## src/rtl/mem_access_stage.sv

```systemverilog
// ---------------------------------------------------------------------------
// mem_access_stage
//
// Memory-stage data-access unit sitting between EX/MEM and MEM/WB. Turns a
// load/store from the MEM stage into a single word-aligned request on a
// valid/ready data bus. The pipeline is stalled while the request is in
// flight, and the load result is extended and registered for writeback.
// Illegal (misaligned, bad width, read+write) accesses and bus timeouts are
// reported as one-cycle fault pulses.
//
// Parameters
//   TIMEOUT     cycles spent in WAIT before the request is abandoned (1..255)
//
// Ports
//   clk, rst    clock; asynchronous active-high reset
//   MemReadM    load in MEM
//   MemWriteM   store in MEM
//   funct3M     width/sign: 000 B, 001 H, 010 W, 100 BU, 101 HU
//   ALUresultM  byte address
//   WriteDataM  right-justified store data
//   dmem_req    bus request valid
//   dmem_we     bus write enable
//   dmem_addr   word-aligned bus address
//   dmem_wdata  lane-replicated store data
//   dmem_wstrb  byte strobes (0 on reads)
//   dmem_ready  bus completes the request this cycle
//   dmem_rdata  bus read word, valid with dmem_ready
//   ReadDataM   extended load result toward MEM/WB
//   StallM      freeze front of pipe, bubble into MEM/WB
//   MisalignM   one-cycle pulse: misaligned or illegal access
//   BusErrM     one-cycle pulse: bus timeout
// ---------------------------------------------------------------------------
module mem_access_stage #(
  parameter int unsigned TIMEOUT = 255
) (
  input  logic        clk,
  input  logic        rst,
  input  logic        MemReadM,
  input  logic        MemWriteM,
  input  logic [2:0]  funct3M,
  input  logic [31:0] ALUresultM,
  input  logic [31:0] WriteDataM,
  output logic        dmem_req,
  output logic        dmem_we,
  output logic [31:0] dmem_addr,
  output logic [31:0] dmem_wdata,
  output logic [3:0]  dmem_wstrb,
  input  logic        dmem_ready,
  input  logic [31:0] dmem_rdata,
  output logic [31:0] ReadDataM,
  output logic        StallM,
  output logic        MisalignM,
  output logic        BusErrM
);

  localparam logic [7:0] TIMEOUT_CNT = 8'(TIMEOUT);

  typedef enum logic [1:0] {IDLE, WAIT, DONE} state_t;

  state_t      state;
  logic [7:0]  wait_cnt;
  logic [31:0] rdata_q;

  logic        access;
  logic        legal;
  logic        width_ok;
  logic        align_ok;
  logic        timeout_hit;
  logic        req;
  logic [1:0]  lane;
  logic [7:0]  byte_sel;
  logic [15:0] half_sel;
  logic [31:0] load_val;
  logic [3:0]  strb;
  logic [31:0] wdata;

  assign lane   = ALUresultM[1:0];
  assign access = MemReadM | MemWriteM;

  // Width legality for the requested direction and natural alignment.
  always_comb begin
    // NOTE: defaults first so every path assigns every output; a missing
    // assignment in always_comb would infer a latch.
    width_ok = 1'b0;
    align_ok = 1'b0;
    case (funct3M)
      3'b000: begin width_ok = 1'b1;       align_ok = 1'b1;            end
      3'b001: begin width_ok = 1'b1;       align_ok = ~lane[0];        end
      3'b010: begin width_ok = 1'b1;       align_ok = (lane == 2'b00); end
      3'b100: begin width_ok = ~MemWriteM; align_ok = 1'b1;            end
      3'b101: begin width_ok = ~MemWriteM; align_ok = ~lane[0];        end
      default: ;
    endcase
  end

  assign legal       = (MemReadM ^ MemWriteM) & width_ok & align_ok;
  assign timeout_hit = (state == WAIT) && (wait_cnt == TIMEOUT_CNT);

  // Combinational outputs are gated by rst so an in-flight request drops the
  // moment reset asserts, even while the EX/MEM inputs still show an access.
  assign req       = ~rst & (((state == IDLE) & legal) | ((state == WAIT) & ~timeout_hit));
  assign StallM    = ~rst & (((state == IDLE) & legal) | (state == WAIT));
  assign MisalignM = ~rst & (state == IDLE) & access & ~legal;
  assign BusErrM   = ~rst & timeout_hit;

  // Load extraction from the returned word.
  always_comb begin
    case (lane)
      2'd1:    byte_sel = dmem_rdata[15:8];
      2'd2:    byte_sel = dmem_rdata[23:16];
      2'd3:    byte_sel = dmem_rdata[31:24];
      default: byte_sel = dmem_rdata[7:0];
    endcase
    half_sel = lane[1] ? dmem_rdata[31:16] : dmem_rdata[15:0];
    load_val = '0;
    if (!MemWriteM) begin
      case (funct3M)
        3'b000:  load_val = {{24{byte_sel[7]}}, byte_sel};
        3'b001:  load_val = {{16{half_sel[15]}}, half_sel};
        3'b010:  load_val = dmem_rdata;
        3'b100:  load_val = {24'd0, byte_sel};
        3'b101:  load_val = {16'd0, half_sel};
        default: load_val = '0;
      endcase
    end
  end

  // Store lane placement: data replicated across lanes, strobes select.
  always_comb begin
    strb  = 4'b1111;
    wdata = WriteDataM;
    case (funct3M)
      3'b000: begin strb = 4'b0001 << lane; wdata = {4{WriteDataM[7:0]}};  end
      3'b001: begin strb = 4'b0011 << lane; wdata = {2{WriteDataM[15:0]}}; end
      default: ;
    endcase
  end

  assign dmem_req   = req;
  assign dmem_we    = req & MemWriteM;
  assign dmem_addr  = req ? {ALUresultM[31:2], 2'b00} : 32'd0;
  assign dmem_wstrb = dmem_we ? strb : 4'b0000;
  assign dmem_wdata = dmem_we ? wdata : 32'd0;
  assign ReadDataM  = (state == DONE) ? rdata_q : 32'd0;

  always_ff @(posedge clk or posedge rst) begin
    if (rst) begin
      state    <= IDLE;
      wait_cnt <= '0;
      rdata_q  <= '0;
    end else begin
      // NOTE: non-blocking assignments for all state so every register sees
      // the values from before this edge, independent of statement order.
      case (state)
        IDLE: begin
          if (legal) begin
            if (dmem_ready) begin
              rdata_q <= load_val;
              state   <= DONE;
            end else begin
              wait_cnt <= '0;
              state    <= WAIT;
            end
          end
        end
        WAIT: begin
          if (timeout_hit) begin
            rdata_q <= '0;
            state   <= DONE;
          end else if (dmem_ready) begin
            rdata_q <= load_val;
            state   <= DONE;
          end else begin
            wait_cnt <= wait_cnt + 8'd1;
          end
        end
        DONE:    state <= IDLE;
        default: state <= IDLE;
      endcase
    end
  end

endmodule
```

## config.mk

```make
export PLATFORM = sky130hd
export DESIGN_NAME = mem_access_stage
export DESIGN_NICKNAME = d
export VERILOG_FILES = /design/src/rtl/mem_access_stage.sv
export SDC_FILE = /design/constraint.sdc
export NUM_CORES = 1
export LEC_CHECK = 0
export ABC_AREA = 1
export ABC_CLOCK_PERIOD_IN_PS = 2400
export CORE_MARGIN = 2
export CORE_UTILIZATION = 41
export DETAILED_ROUTE_END_ITERATION = 10
export MAX_ROUTING_LAYER = met4
export PLACE_DENSITY_LB_ADDON = 0.25
export SYNTH_ARGS = -nofsm -noshare
export SYNTH_HDL_FRONTEND = slang
export SYNTH_SLANG_ARGS = --single-unit
export TNS_END_PERCENT = 5
```

## constraint.sdc

```tcl
create_clock -name clk -period 2.4 [get_ports clk]
set_input_delay 0.24 -clock clk [delete_from_list [all_inputs] [get_ports clk]]
set_output_delay 0.24 -clock clk [all_outputs]
set_load 0.03 [all_outputs]
```

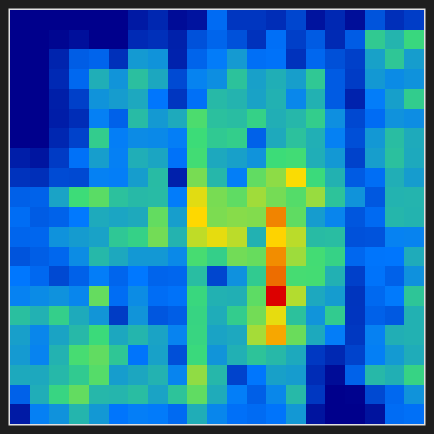
run_1/wire_density.png
Drawn at 4 px/um. 21 x 21 tiles, from dark blue (low) to red (high), scaled to the fullest tile. Values are wire area over tile area, all layers added.
12% of the tiles are over half the peak. The emptiest ninth of the die: north-west. The densest ninth of the die: centre.
gr usage total: 25.2%
WL/cell: 12.3 um
final wirelength: 13.4 mm
via count: 5155

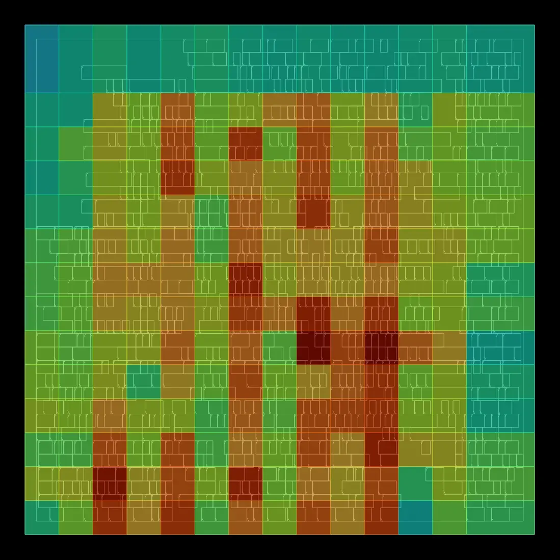
run_1/final_congestion.png
met2 Usage GRT: 44.4%
gr busiest metal: met2
Global Route met1 Usage: 29.4%
GRT met3 Usage: 3.63%

==> reports/metrics.csv, run 1 <==
metric,value,unit
ir_drop,0.442,mV
maxSlewHeadroom,55.0,%
cts_hold_buf,0,
fin_crit,2.25,ns
area_leaders,"dfrtp_1, nand2_1, nor2_1",
setup_violations,0,
slew_violations,0,
pg_comb,0.00226,W
tns,0,ns
first_pass_iters,5,
detail-route-antenna-nets,0,
nets,1057,
status,"complete, no violations",
row_count,36,
core-area,9680,um^2
cts_tree,yes,
grt_max_degree,43,
start_kind,input pin,
hold_viol,0,
viasPerCell,4.75,
maxCapViolCount,0,
synthTopLogicFamily,simple AND/OR/NAND/NOR gates,
top_area_cell,dfrtp_1,
worst_pin_slew,0.675,ns
layout_top_cell,nand2_1,
critPathTopFamily,buffers and inverters,
fp_util,41.9,%
dieArea,10700,um^2
drive_gt1_share,12.3,%
grt_pass1_wl,20.7,mm
slowest_delay,0.49,ns
gp_congestion,0.956,
htree_levels,2,
synth-main-ff-cell,dfrtp_1,
tool_warnings,26,
diodes,0,
synthSimpleGateAreaFrac,49.5,%
cts_sinks,42,
ys_sh_xor,0.863,%
insertion_delay,0.30,ns
ctsResizeCount,0,
ys_types,30,
holdCritPathClass,flip-flop to flip-flop,
grt_pass1_vias,4460,
crit_path_frequent_cell,buf_4,
holdWs,0.518,ns
ys_cells,749,
top_area_share,25.9,%
ios,209,
syn_inst,749,
port_buffers,206,
cts_setup_buffers,0,
die_w,103,um
worstPathRequired,2.16,ns
die_y,103,um
p_clk_share,12.3,%
layout_top_cells,"nand2_1, nor2_1, clkdlybuf4s50_1, inv_1, nand3_1",
powerDensity,619,nW/um^2
syn_to_final_growth,53.7,%
overflow,0,
internal_power,0.00199,W
power_switching,0.00187,W
route.detailed.drc,0,
clk-power,0.000476,W
path_buffers,4,
critPathSlowestCell,clkdlybuf4s50_1,
synth-edff-count,0,
p_leak,3.38,nW
dpl.hpwl,10.6,mm
async_flop_share,100,%
crit_fanout,8,
drt-initial-drc-count,235,
switching_share,48.5,%
yosysChipArea,4060,um^2
critPathKind,input pin to primary output,
path_clk_slew,0.09,ns
largestPowerGroup,combinational cells,
worstPathCellList,"clkdlybuf4s50_1, buf_4, nor2_1, nand2_2, buf_4, o211ai_1, o21ai_0, nor2_1, buf_4",
cts_root_buffer,clkbuf_8,
ys_seq_share,25.9,%
synth.area.mux_share,0,%
synth_top_cell_by_count,nand2_1,
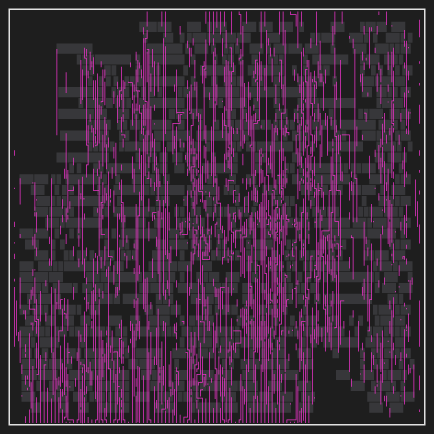
run_1/met2.png
Drawn at 4 px/um.
The wires run mostly vertical. 786 nets have wire on it. The layer carries 6470 um of wire.

run 1: layer usage:
metal / up-vias / wire [um]
met4: 0 / 425
met1: 2258 / 5490
met2: 200 / 6470
met3: 31 / 981
li1: 2666 / -
met5: - / 0
run 1: metrics by stage:
| step | worst slack (ns) | utilization (%) | total power, W | area (um^2) |
|---|---|---|---|---|
| 2_1_floorplan | 0.123 | - | 0.00256 | 4060 |
| 3_3_place_gp | 0.170 | 63.5 | 0.00337 | 6150 |
| 3_5_place_dp | 0.152 | 63.5 | 0.00341 | 6150 |
| 4_1_cts | 0.113 | 64.4 | 0.00388 | 6240 |
| 5_1_grt | 0.00852 | 64.4 | 0.00418 | 6240 |
| 6_report | 0.152 | 64.4 | 0.00386 | 6240 |
run 1: worst min-delay path: cells and delay by family, from the launching register on:
| family | cells | cell delay, ns |
|---|---|---|
| flops | 1 | 0.38 |
| simple gates | 2 | 0.11 |
run 1: layout make-up:
class	count	area, um^2
Tap cell	133	166
Timing Repair Buffer	231	2110
Clock buffer	5	68.8
Inverter	123	462
Multi-Input combinational cell	548	2360
Clock inverter	3	21.3
Fill cell	939	3440
Sequential cell	42	1050
run 1: sequential cells by signal, summed over array words and instances, names as in the netlist:
signal and flops:
rdata_q 32, state 2, wait_cnt 8
run 1: worst paths after layout:
check                                 start        endpoint  slack (ns)  depth (start not counted)
worst max-delay path             funct3M[1]  dmem_wdata[11]        0.15                          9
worst min-delay path             rdata_q[7]      rdata_q[7]        0.52                          2
worst max register to register  wait_cnt[0]     rdata_q[13]        0.69                          9
worst min register to register   rdata_q[7]      rdata_q[7]        0.52                          2
max in group asynchronous               rst     rdata_q[16]        1.37                          3
min in group asynchronous               rst      rdata_q[5]        0.65                          3
==> run 1 -> run 2 <==
--- a/config.mk
+++ b/config.mk
@@ -6,9 +6,9 @@
 export NUM_CORES = 1
 export LEC_CHECK = 0
 export ABC_AREA = 1
-export ABC_CLOCK_PERIOD_IN_PS = 2400
+export ABC_CLOCK_PERIOD_IN_PS = 2910
 export CORE_MARGIN = 2
-export CORE_UTILIZATION = 41
+export CORE_UTILIZATION = 44
 export DETAILED_ROUTE_END_ITERATION = 10
 export MAX_ROUTING_LAYER = met4
 export PLACE_DENSITY_LB_ADDON = 0.25
==> constraint.sdc (replaced) <==
create_clock -name clk -period 2.91 [get_ports clk]
set_input_delay 0.291 -clock clk [delete_from_list [all_inputs] [get_ports clk]]
set_output_delay 0.291 -clock clk [all_outputs]
set_load 0.03 [all_outputs]
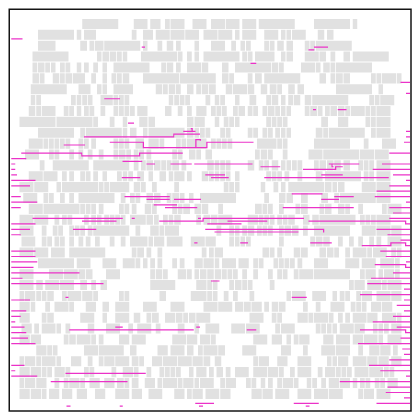
run_2/met3.png
Drawn at 4 px/um.
The wires run mostly horizontal. The longest straight run is 30.8 um.
final wirelength: 14.6 mm
via count: 5170
GRT met3 Usage: 4.39%

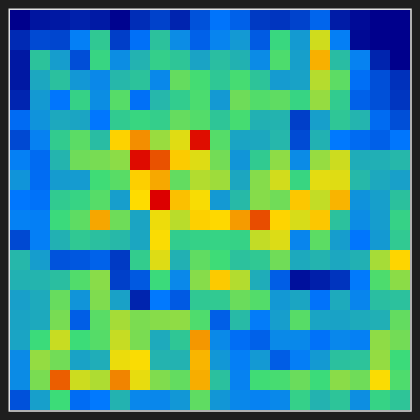
run_2/wire_density.png
Drawn at 4 px/um. 20 x 20 tiles, from dark blue (low) to red (high), scaled to the fullest tile. Values are wire area over tile area, all layers added.
32% of the tiles are over half the peak. 2.0% of the tiles are nearly empty. The densest ninth of the die: centre. The fullest tile reaches 0.57.
WL/cell: 13.9 um
gr usage total: 29.4%

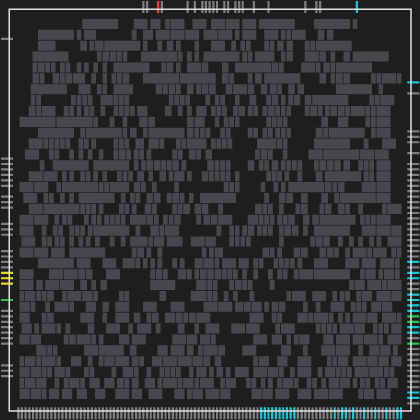
run_2/pins.png
Drawn at 4 px/um. Pins as bars across the die edge, other pins in grey.
Yellow is funct3M, pins 3, direction input, edge west. Green is dmem_wstrb, pins 4, direction output, edge 3 east, 1 west. Red is MisalignM, pins 1, direction output, edge north. Cyan is dmem_addr, pins 32, direction output, edge 19 south, 12 east, 1 north.
All pins by edge: 105 south, 51 east, 31 west, 22 north.

==> reports/metrics.csv, run 2 <==
metric,value,unit,change
wl_met2,7.01,mm,was 6.47 mm
die_y,100,um,was 103 um
avgSynthCellArea,5.42,um^2,unchanged
drt-initial-drc-count,308,,was 235
detail-route-antenna-nets,0,,unchanged
core-area,9110,um^2,was 9680 um^2
row_count,35,,was 36
crit_fanout,31,,was 8
r2r_end,wait_cnt[3],,was rdata_q[13]
worst_pin_slew,0.658,ns,was 0.675 ns
holdWs,0.378,ns,was 0.518 ns
first_pass_iters,5,,unchanged
tool_warnings,26,,unchanged
fin_crit_sh,93.5,%,
r2r_slack,0.81,ns,was 0.69 ns
worstPathRequired,2.62,ns,was 2.16 ns
grt_max_degree,42,,was 43
yosysChipArea,4060,um^2,unchanged
largest_registers,"rdata_q (32), wait_cnt (8), state (2)",,unchanged
setup_violations,0,,unchanged
busiest_layer,met2,,unchanged
syn_area,4060,um^2,unchanged
syn_inst,749,,unchanged
r2r_start,state[1],,was wait_cnt[0]
largest_register_ffs,32,,unchanged
ys_seq_elements,42,,unchanged
powerDensity,515,nW/um^2,was 619 nW/um^2
largestPowerGroup,combinational cells,,unchanged
internal_power,0.00158,W,was 0.00199 W
grt_use_met1,38.1,%,was 29.4%
rsz0062_at_grt,no,,unchanged
insertion_delay,0.30,ns,about the same
p_seq_share,29.8,%,was 29.2%
tns,0,ns,unchanged
hold_viol,0,,unchanged
fillers,873,,was 939
cts_buffers,5,,unchanged
ys_cells,749,,unchanged
synth_top_cell_by_count,nand2_1,,unchanged
reg2reg_depth,9,,unchanged
dieArea,10000,um^2,was 10700 um^2
syn_to_final_growth,50.2,%,was 53.7%
clk-power,0.000364,W,was 0.000476 W
ir_drop,0.381,mV,was 0.442 mV
cts_tree,yes,,unchanged
path_clk_slew,0.08,ns,was 0.09 ns
final-instance-count-excl-fill,1051,,was 1085
layout_top_cell,nand2_1,,unchanged
top_area_cell,dfrtp_1,,unchanged
critPathKind,input pin to primary output,,unchanged
cts_setup_buffers,0,,unchanged
area_leaders,"dfrtp_1, nand2_1, nor2_1",,unchanged
cts_sinks,42,,unchanged
fp_util,44.6,%,was 41.9%
dpl.hpwl,11.4,mm,was 10.6 mm
cp.arrival,2.43,ns,was 2.01 ns
fin_crit,2.72,ns,
start_kind,input pin,,unchanged
htree_levels,2,,unchanged
port_buffers,206,,unchanged
grt_pass1_vias,4658,,was 4460
cts_max_path_buffers,2,,unchanged
placed_cells,1043,,was 1077
p_leak,3.29,nW,was 3.38 nW
ys_types,30,,unchanged
gp_congestion,0.905,,was 0.956
cts_root_buffer,clkbuf_8,,unchanged
power_switching,0.00157,W,was 0.00187 W
grt_pass1_wl,22.9,mm,was 20.7 mm
fmax,368,MHz,
synth-main-ff-cell,dfrtp_1,,unchanged
die_w,100,um,was 103 um
nets,1046,,was 1057
power_frac_comb,58.6,%,was 58.5%
regMostFlops,rdata_q,,unchanged
slew_violations,0,,unchanged
diodes,0,,unchanged
layout_top_cells,"nand2_1, nor2_1, clkdlybuf4s50_1, inv_1, nand3_1",,unchanged
switching_share,49.9,%,was 48.5%
ios,209,,unchanged
holdCritPathClass,input pin to async pin,,was flip-flop to flip-flop
routed-wl-met3,976,um,was 981 um
route.top_layer_used,met4,,unchanged
status,"complete, no violations",,unchanged
synth-edff-count,0,,unchanged
wl_met1,6.38,mm,was 5.49 mm
viasPerCell,4.92,,was 4.75
maxCapViolCount,0,,unchanged
antenna_found_initial,0,,unchanged
overflow,0,,unchanged
top_cells_by_count,"nand2_1, nor2_1, inv_1",,unchanged
drive_gt1_share,11.2,%,was 12.3%
post-route-util,67.0,%,was 64.4%
clock_skew,0.00669,ns,was 0.00945 ns
maxSlewHeadroom,56.1,%,was 55.0%
top_area_share,25.9,%,unchanged
grt_util_met2,48.5,%,was 44.4%
setup.worst_path.end_class,primary output,,unchanged
pg_comb,0.00184,W,was 0.00226 W
ys_seq_share,25.9,%,unchanged
ys_warn_count,0,,unchanged
async_flop_share,100,%,unchanged
seq-power,0.000938,W,was 0.00113 W
route.detailed.drc,0,,unchanged
p_clk_share,11.6,%,was 12.3%
[run 2: repair_timing]
action,4_1_cts,5_1_grt
hold buffers,0,0
gates resized,0,3
endpoints found under the setup margin,0,36
endpoints found under the hold margin,0,0
[run 2: worst max-delay path, stage by stage]
cell and delay, ns:
clkdlybuf4s50_1 0.63, inv_1 0.10, ha_1 0.28, inv_1 0.04
a21oi_2 0.13, nand3_1 0.13, nand2_4 0.20, nand2_1 0.07
buf_4 0.24, nor2_1 0.14, buf_4 0.17
[run 2: kinds of logic after synthesis]
| logic type | after synthesis | synth area share [%] |
|---|---|---|
| xor gates and xnor gates | 4 | 0.863 |
| other | 1 | 0.0924 |
| adders and majority gates | 2 | 0.616 |
| AOI/OAI and AO/OA | 51 | 6.91 |
| DFF | 42 | 25.9 |
| buffers and inverters | 160 | 16.2 |
| and+or+nand+nor | 489 | 49.5 |
[run 2: area by class of cell]
type	count	area [um^2]	area share [%]
flip-flops and latches	42	1050	17.2
clock buffers	5	68.8	1.13
well taps	111	139	2.28
repair buffers	219	1980	32.5
inverters	123	462	7.57
clock inverters	2	10.0	0.164
multi-input cells	549	2380	39.1
[run 2: how the worst max path moves through the flow]
stage / from / to / cells after the start
after floorplan: rst / dmem_addr[22] / 4
after global placement: MemWriteM / dmem_wdata[19] / 10
after detailed placement: MemWriteM / dmem_wstrb[3] / 10
after CTS: MemWriteM / dmem_wdata[8] / 10
after global routing: MemWriteM / dmem_addr[27] / 11
final: MemWriteM / dmem_addr[21] / 11
[run 2: per-stage QoR]
stage	power, W	setup WS [ns]	instance area (um^2)
2_1_floorplan	0.00211	0.531	4060
3_3_place_gp	0.00270	0.247	5990
5_1_grt	0.00339	0.0276	6100
6_report	0.00314	0.191	6100
3_5_place_dp	0.00276	0.136	5990
4_1_cts	0.00313	0.140	6070
==> run 2 -> run 3 <==
--- a/config.mk
+++ b/config.mk
@@ -10,7 +10,6 @@
 export CORE_MARGIN = 2
 export CORE_UTILIZATION = 44
 export DETAILED_ROUTE_END_ITERATION = 10
-export MAX_ROUTING_LAYER = met4
 export PLACE_DENSITY_LB_ADDON = 0.25
 export SYNTH_ARGS = -nofsm -noshare
 export SYNTH_HDL_FRONTEND = slang
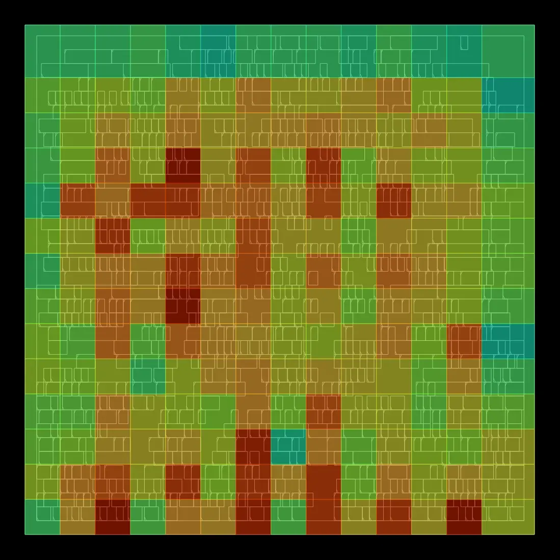
run_3/final_congestion.png
WL/cell: 13.6 um
GRT met3 Usage: 4.74%
met2 Usage GRT: 47.8%
Global Route met1 Usage: 37.1%

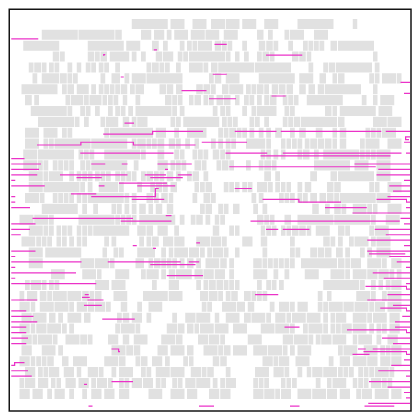
run_3/met3.png
Drawn at 4 px/um.
The longest straight run is 37.0 um. The layer carries 1050 um of wire. The wires run mostly horizontal. The layer holds 7.3% of the routed length.
final wirelength: 14.4 mm
via count: 5212

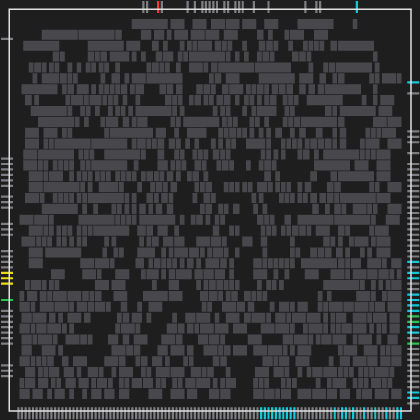
run_3/pins.png
Drawn at 4 px/um. Pins as bars across the die edge, other pins in grey.
Yellow is funct3M, pins 3, direction input, edge west. Cyan is dmem_addr, pins 32, direction output, edge 19 south, 12 east, 1 north. Red is MisalignM, pins 1, direction output, edge north. Green is dmem_wstrb, pins 4, direction output, edge 3 east, 1 west.
All pins by edge: 105 south, 51 east, 31 west, 22 north.
width of the die: 100 um
Port Buffers: 206
die height: 100 um

==> reports/metrics.csv, run 3 <==
metric,value,unit,change
status,"complete, no violations",,unchanged
ys_types,30,,unchanged
critPathKind,input pin to primary output,,unchanged
ys_seq_elements,42,,unchanged
synth.area.mux_share,0,%,unchanged
tns,0,ns,unchanged
layout_top_cell,nand2_1,,unchanged
path_clk_slew,0.08,ns,about the same
setup.worst_path.end_class,primary output,,unchanged
area_leaders,"dfrtp_1, nand2_1, nor2_1",,unchanged
crit_fanout,28,,was 31
syn_to_final_growth,50.5,%,was 50.2%
synthSimpleGateAreaFrac,49.5,%,unchanged
htree_levels,2,,unchanged
insertion_delay,0.30,ns,about the same
antenna_found_initial,0,,unchanged
drive_gt1_share,11.2,%,about the same
cts_buffers,5,,unchanged
p_leak,3.29,nW,about the same
ios,209,,unchanged
startpoint,funct3M[1],,was MemWriteM
avgSynthCellArea,5.42,um^2,unchanged
fp_util,44.6,%,unchanged
synth.cellmix.compoundShare,6.91,%,unchanged
holdWs,0.291,ns,was 0.378 ns
row_count,35,,unchanged
maxCapViolCount,0,,unchanged
slew_violations,0,,unchanged
async_flop_share,100,%,unchanged
top_cells_by_count,"nand2_1, nor2_1, inv_1",,unchanged
r2r_start,state[1],,unchanged
maxSlewHeadroom,53.2,%,was 56.1%
track_usage,28.1,%,was 29.4%
dpl.hpwl,11.3,mm,was 11.4 mm
grt_pass1_vias,4677,,was 4658
viasPerCell,4.95,,was 4.92
regMostFlops,rdata_q,,unchanged
rsz0062_at_grt,no,,unchanged
synth-edff-count,0,,unchanged
adder_share,0.617,%,unchanged
cts_root_buffer,clkbuf_8,,unchanged
ctsResizeCount,0,,unchanged
grt_max_degree,42,,unchanged
setup_violations,0,,unchanged
powerDensity,528,nW/um^2,was 515 nW/um^2
largest_registers,"rdata_q (32), wait_cnt (8), state (2)",,unchanged
syn_inst,749,,unchanged
gp_congestion,0.872,,was 0.905
cts_setup_buffers,0,,unchanged
core-area,9110,um^2,unchanged
start_kind,input pin,,unchanged
hold_viol,0,,unchanged
holdCritPathClass,input pin to async pin,,unchanged
clock_skew,0.00546,ns,was 0.00669 ns
fin_crit_sh,93.1,%,was 93.5%
synth-main-ff-cell,dfrtp_1,,unchanged
cp.arrival,2.42,ns,was 2.43 ns
cts_sinks,42,,unchanged
tool_warnings,26,,unchanged
synthTopLogicFamily,simple AND/OR/NAND/NOR gates,,unchanged
ir_drop,0.316,mV,was 0.381 mV
dieArea,10000,um^2,unchanged
syn_area,4060,um^2,unchanged
ys_sh_xor,0.863,%,unchanged
cts_tree,yes,,unchanged
fillers,849,,was 873
largest_register_ffs,32,,unchanged
route.detailed.drc,0,,unchanged
top_area_share,25.9,%,unchanged
yosysChipArea,4060,um^2,unchanged
nets,1046,,unchanged
worstPathRequired,2.62,ns,about the same
overflow,0,,unchanged
ys_seq_share,25.9,%,unchanged
worst_pin_slew,0.701,ns,was 0.658 ns
ys_warn_count,0,,unchanged
first_pass_iters,5,,unchanged
cts_hold_buf,0,,unchanged
## run 3: worst paths after layout
kind / to / slack (ns) / cells after the start
max: dmem_wdata[18] / 0.20 / 9
min: rdata_q[13] / 0.29 / 2
max reg2reg: wait_cnt[7] / 0.84 / 9
min reg2reg: rdata_q[2] / 0.52 / 2
max in group asynchronous: rdata_q[9] / 1.84 / 3
min in group clk: rdata_q[2] / 0.52 / 2
## run 3: stage by stage
step	total power, W	cells	instance area [um^2]	util, %	setup WS [ns]
floorplan	0.00211	750	4060	-	0.531
global placement	0.00271	1044	6000	65.9	0.318
detailed placement	0.00276	1044	6000	65.9	0.248
CTS	0.00323	1052	6110	67.1	0.245
global route	0.00346	1052	6110	67.1	0.0404
finish	0.00322	1052	6110	67.1	0.200
## run 3: layout make-up
type	count	area (um^2)	share of cell area, %
clock inverter	2	37.5	0.614
sequential	42	1050	17.2
inverter	123	462	7.56
multi-input combinational	548	2360	38.6
tap	111	139	2.27
clock buffer	6	72.6	1.19
timing repair buffer	220	1990	32.6
## run 3: per-layer routing
layer	up-vias	wire [um]	GRT usage [%]
met5	-	0	0
met4	0	317	7.48
met3	28	1050	4.74
met2	200	6950	47.8
met1	2342	6030	37.1
li1	2642	-	-
## run 3: where the power goes
part | switching, W | internal [W]
sequential | 0.000157 | 0.000778
clock | 0.000212 | 0.000256
combinational | 0.00118 | 0.000639
total | 0.00155 | 0.00167
## run 3: critical path, cell delays in order
cell and delay [ns]:
clkdlybuf4s50_1 0.56, nor2_1 0.26, nand2_2 0.18, nand2_2 0.38, inv_2 0.22, nor2_1 0.15
a21oi_1 0.07, nor2_1 0.12, buf_4 0.18
Power is estimated from default activity; no workload was simulated.
